met3.png
Bar = 20 µm.
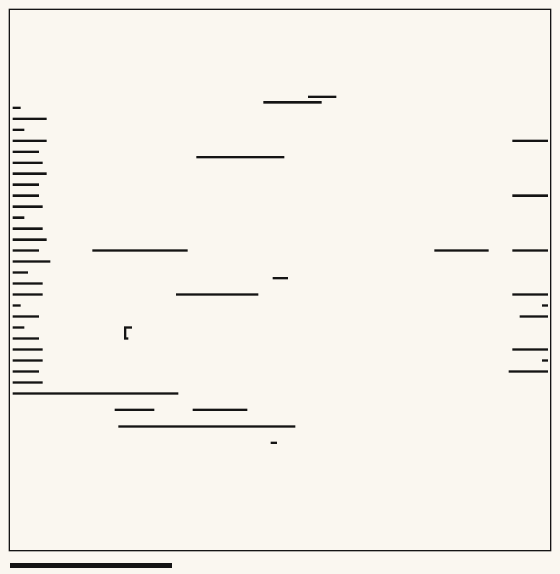
gate_families.png
Bar = 20 µm.
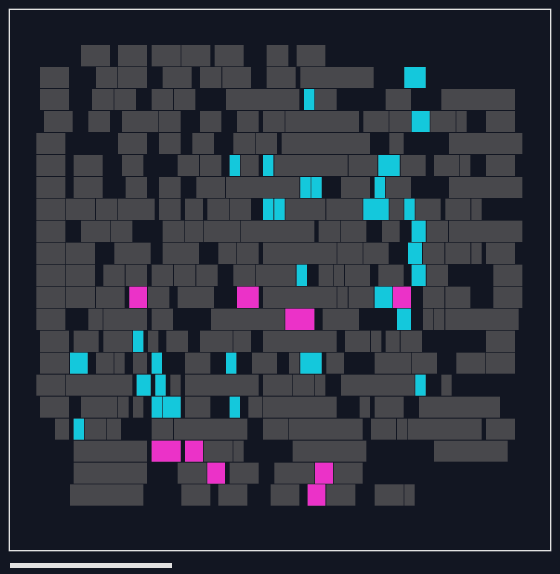
**src/rtl/counter_arbiter.sv**
```systemverilog
// Round-robin arbiter that lends one shared up-counter to N interval requesters.
// Each winner gets len cycles of counting, then a one-cycle done pulse.
module counter_arbiter #(
    parameter int N = 4,
    parameter int W = 8
) (
    input  logic         clk,
    input  logic         reset,
    input  logic [N-1:0] req,
    input  logic [N*W-1:0] len,
    input  logic         pause,
    output logic [N-1:0] grant,
    output logic         busy,
    output logic [W-1:0] cnt,
    output logic [N-1:0] done
);

    localparam int IW = (N > 1) ? $clog2(N) : 1;

    typedef enum logic [1:0] {
        IDLE,
        RUN,
        DONE
    } state_t;

    state_t        state, state_d;
    logic [IW-1:0] ptr, ptr_d;
    logic [IW-1:0] owner, owner_d;
    logic [IW-1:0] pick;
    logic [IW-1:0] ptr_nxt;
    logic [W-1:0]  len_sel, len_sel_d;
    logic [W-1:0]  len_pick;
    logic [W-1:0]  cnt_d;
    logic [N-1:0]  grant_d;
    logic          found;

    // First set request at or after ptr, wrapping around.
    always_comb begin
        found = 1'b0;
        pick  = '0;
        for (int k = 0; k < N; k++) begin
            if (!found && req[(int'(ptr) + k) % N]) begin
                found = 1'b1;
                pick  = IW'((int'(ptr) + k) % N);
            end
        end
    end

    assign len_pick = len[int'(pick)*W +: W];
    assign ptr_nxt  = (owner == IW'(N - 1)) ? '0 : owner + IW'(1);

    always_comb begin
        state_d   = state;
        grant_d   = grant;
        cnt_d     = cnt;
        len_sel_d = len_sel;
        owner_d   = owner;
        ptr_d     = ptr;
        unique case (state)
            IDLE: begin
                cnt_d   = '0;
                grant_d = '0;
                if (found) begin
                    owner_d   = pick;
                    len_sel_d = len_pick;
                    grant_d   = N'(1) << pick;
                    state_d   = (len_pick == '0) ? DONE : RUN;
                end
            end
            RUN: begin
                if (!req[owner]) begin
                    state_d = IDLE;
                    grant_d = '0;
                    cnt_d   = '0;
                    ptr_d   = ptr_nxt;
                end else if (!pause) begin
                    if (cnt == len_sel - W'(1)) begin
                        state_d = DONE;
                    end else begin
                        cnt_d = cnt + W'(1);
                    end
                end
            end
            DONE: begin
                state_d = IDLE;
                grant_d = '0;
                cnt_d   = '0;
                ptr_d   = ptr_nxt;
            end
            default: begin
                state_d = IDLE;
                grant_d = '0;
                cnt_d   = '0;
            end
        endcase
    end

    always_ff @(posedge clk or posedge reset) begin
        if (reset) begin
            state   <= IDLE;
            grant   <= '0;
            cnt     <= '0;
            len_sel <= '0;
            owner   <= '0;
            ptr     <= '0;
        end else begin
            state   <= state_d;
            grant   <= grant_d;
            cnt     <= cnt_d;
            len_sel <= len_sel_d;
            owner   <= owner_d;
            ptr     <= ptr_d;
        end
    end

    assign busy = (state != IDLE);
    assign done = (state == DONE) ? grant : '0;

endmodule
```
**config.mk**
```make
export PLATFORM = sky130hd
export DESIGN_NAME = counter_arbiter
export DESIGN_NICKNAME = d
export VERILOG_FILES = /design/src/rtl/counter_arbiter.sv
export SDC_FILE = /design/constraint.sdc
export NUM_CORES = 1
export LEC_CHECK = 0
export ABC_CLOCK_PERIOD_IN_PS = 3700
export CAP_MARGIN = 40
export CORE_MARGIN = 3
export CORE_UTILIZATION = 51
export DETAILED_ROUTE_END_ITERATION = 6
export MAX_ROUTING_LAYER = met4
export PLACE_DENSITY = 0.87
export SLEW_MARGIN = 20
export SYNTH_ARGS = -nofsm -noshare
export SYNTH_HDL_FRONTEND = slang
export SYNTH_SLANG_ARGS = --single-unit
```
**constraint.sdc**
```tcl
create_clock -name clk -period 3.7 [get_ports clk]
set_input_delay 0.74 -clock clk [delete_from_list [all_inputs] [get_ports clk]]
set_output_delay 0.74 -clock clk [all_outputs]
set_load 0.01 [all_outputs]
```
==> results.cfg <==
; yosys + openroad results
[synthesis]
synth_nets = 243
synthTopLogicFamily = simple AND/OR/NAND/NOR gates
topCellsByArea = dfrtp_1, nor3b_1, a211oi_1
synth_top_cell_by_count = dfrtp_1
synthCells = 201
aoi_share = 0.231
edf_count = 0
common_cells = dfrtp_1, nand2_1, nor3b_1
synth_top_area_share = 0.345
ys_types = 48
mux_share = 0.0331
avgSynthCellArea_um2 = 9.39
synth_area_um2 = 1890
flop_cell = dfrtp_1
synth_chip_area_um2 = 1890
ys_seq_elements = 26
adder_share = 0.0199
top_area_cell = dfrtp_1
synth-xor-area-share = 0.0789
ys_cells = 201

[setup_path]
critPathKind = input pin to flip-flop
cp_slowest_cell = clkdlybuf4s50_1
cp_num_buf_inv = 1
r2r_end = state[1]$_DFFE_PP0P_
worstSetupEndpoint = state[1]$_DFFE_PP0P_
path_depth = 8
rrSetupSlack_ps = 1290
crit_required_ps = 3930
cp-end-kind = flip-flop
crit_start = req[3]
path_cells = clkdlybuf4s50_1, mux2i_1, o2bb2ai_2, or2_1, a211oi_1, o22ai_1, nor4_2, a32o_2
r2r_cells = 7

[finish]
final_cell_mix = clkdlybuf4s50_1, dfrtp_1, nand2_1, nor3b_1, a211oi_1
combGateArea_um2 = 1130
sh_comb_area = 0.449
clk_share = 0.0282
final_area_um2 = 2530
seq_area_frac = 0.257
inverters_excl_clock = 6
finish.utilization = 0.735
buffers_excl_clock = 58
seq_area_um2 = 651
nets = 296
largest_class = multi-input combinational cells
comb_cells = 159
fill_cells = 237
areaGrowthSynthToFinish_pct = 34.0

[clocking]
cts_setup_buffers = 0
root_buffer = clkbuf_8
cts_hold_buf = 0
ctsResizeCount = 0
insertion_delay_ps = 280
numCtsBuffers = 3
htreeDepth = 1
clkTransAtPathRegs_ps = 100

[grt]
grt_antenna_before_repair = 0
grt_max_degree = 23
track_usage = 0.221
grt_remaining_overflow = 0
grt_pass1_wl_um = 7620

[routing]
routed_wl_um = 4290
drt_iter0_markers = 110
num_vias = 1706
drc = 0
first_pass_iters = 4

[min_path]
min_to = len_sel[7]$_DFFE_PP0P_
hold_depth = 2
hold_class = flip-flop to flip-flop
hold_start = len_sel[7]$_DFFE_PP0P_

[sta]
fin_tns_setup_ps = 0
final.period_utilization = 0.786
worstMarginPinSlew_ps = 612
finalWorstSetupSlack_ps = 790
drv_slew = 0
hold_viol_final = 0

[floorplan]
die_w_um = 66.8
die_y_um = 66.8
rows = 21
fp.coreArea_um2 = 3440
fp_util = 0.549

[power_and_ir_drop]
p_leak_nw = 0.980
ir_drop_v = 0.000382

[place]
pre_cts_ws_ps = 523
dpl-instance-area_um2 = 2460
dp_cells = 295

[run_status]
status = complete, no violations

[job]
warnings = 26
About met3.png:
main direction: horizontal
longest straight run: 21.6 µm
share of all routed wire: 4.9%
nets with wire on the layer: 46
wire length on this layer: 210 µm

About gate_families.png:
[cyan] NAND gates | cells: 31
[magenta] AND and OR gates | cells: 9 | where: bottom middle

state kept, by name, indices dropped and copies added, names as in the netlist:
signal,count
cnt,8
ptr,2
state,2
owner,2
grant,4
len_sel,8
layer usage:
| metal | GRT usage | vias to the layer above | share of wire |
|---|---|---|---|
| li1 | - | 849 | - |
| met1 | 0.293 | 796 | 0.47 |
| met2 | 0.361 | 57 | 0.47 |
| met3 | 0.0270 | 4 | 0.049 |
| met4 | 0.0533 | 0 | 0.0075 |
| met5 | - | - | 0 |
report_power, final:
part / switching [mW] / internal (mW) / total (mW)
clock network: 0.0936 / 0.145 / 0.238
registers: 0.117 / 0.379 / 0.496
logic: 0.423 / 0.365 / 0.788
cells by family after synthesis:
kind of cell,after synthesis
mux,5
compound gates,56
xor+xnor,17
buf+inv,16
simple gates,78
flops,26
fa+ha+maj,3
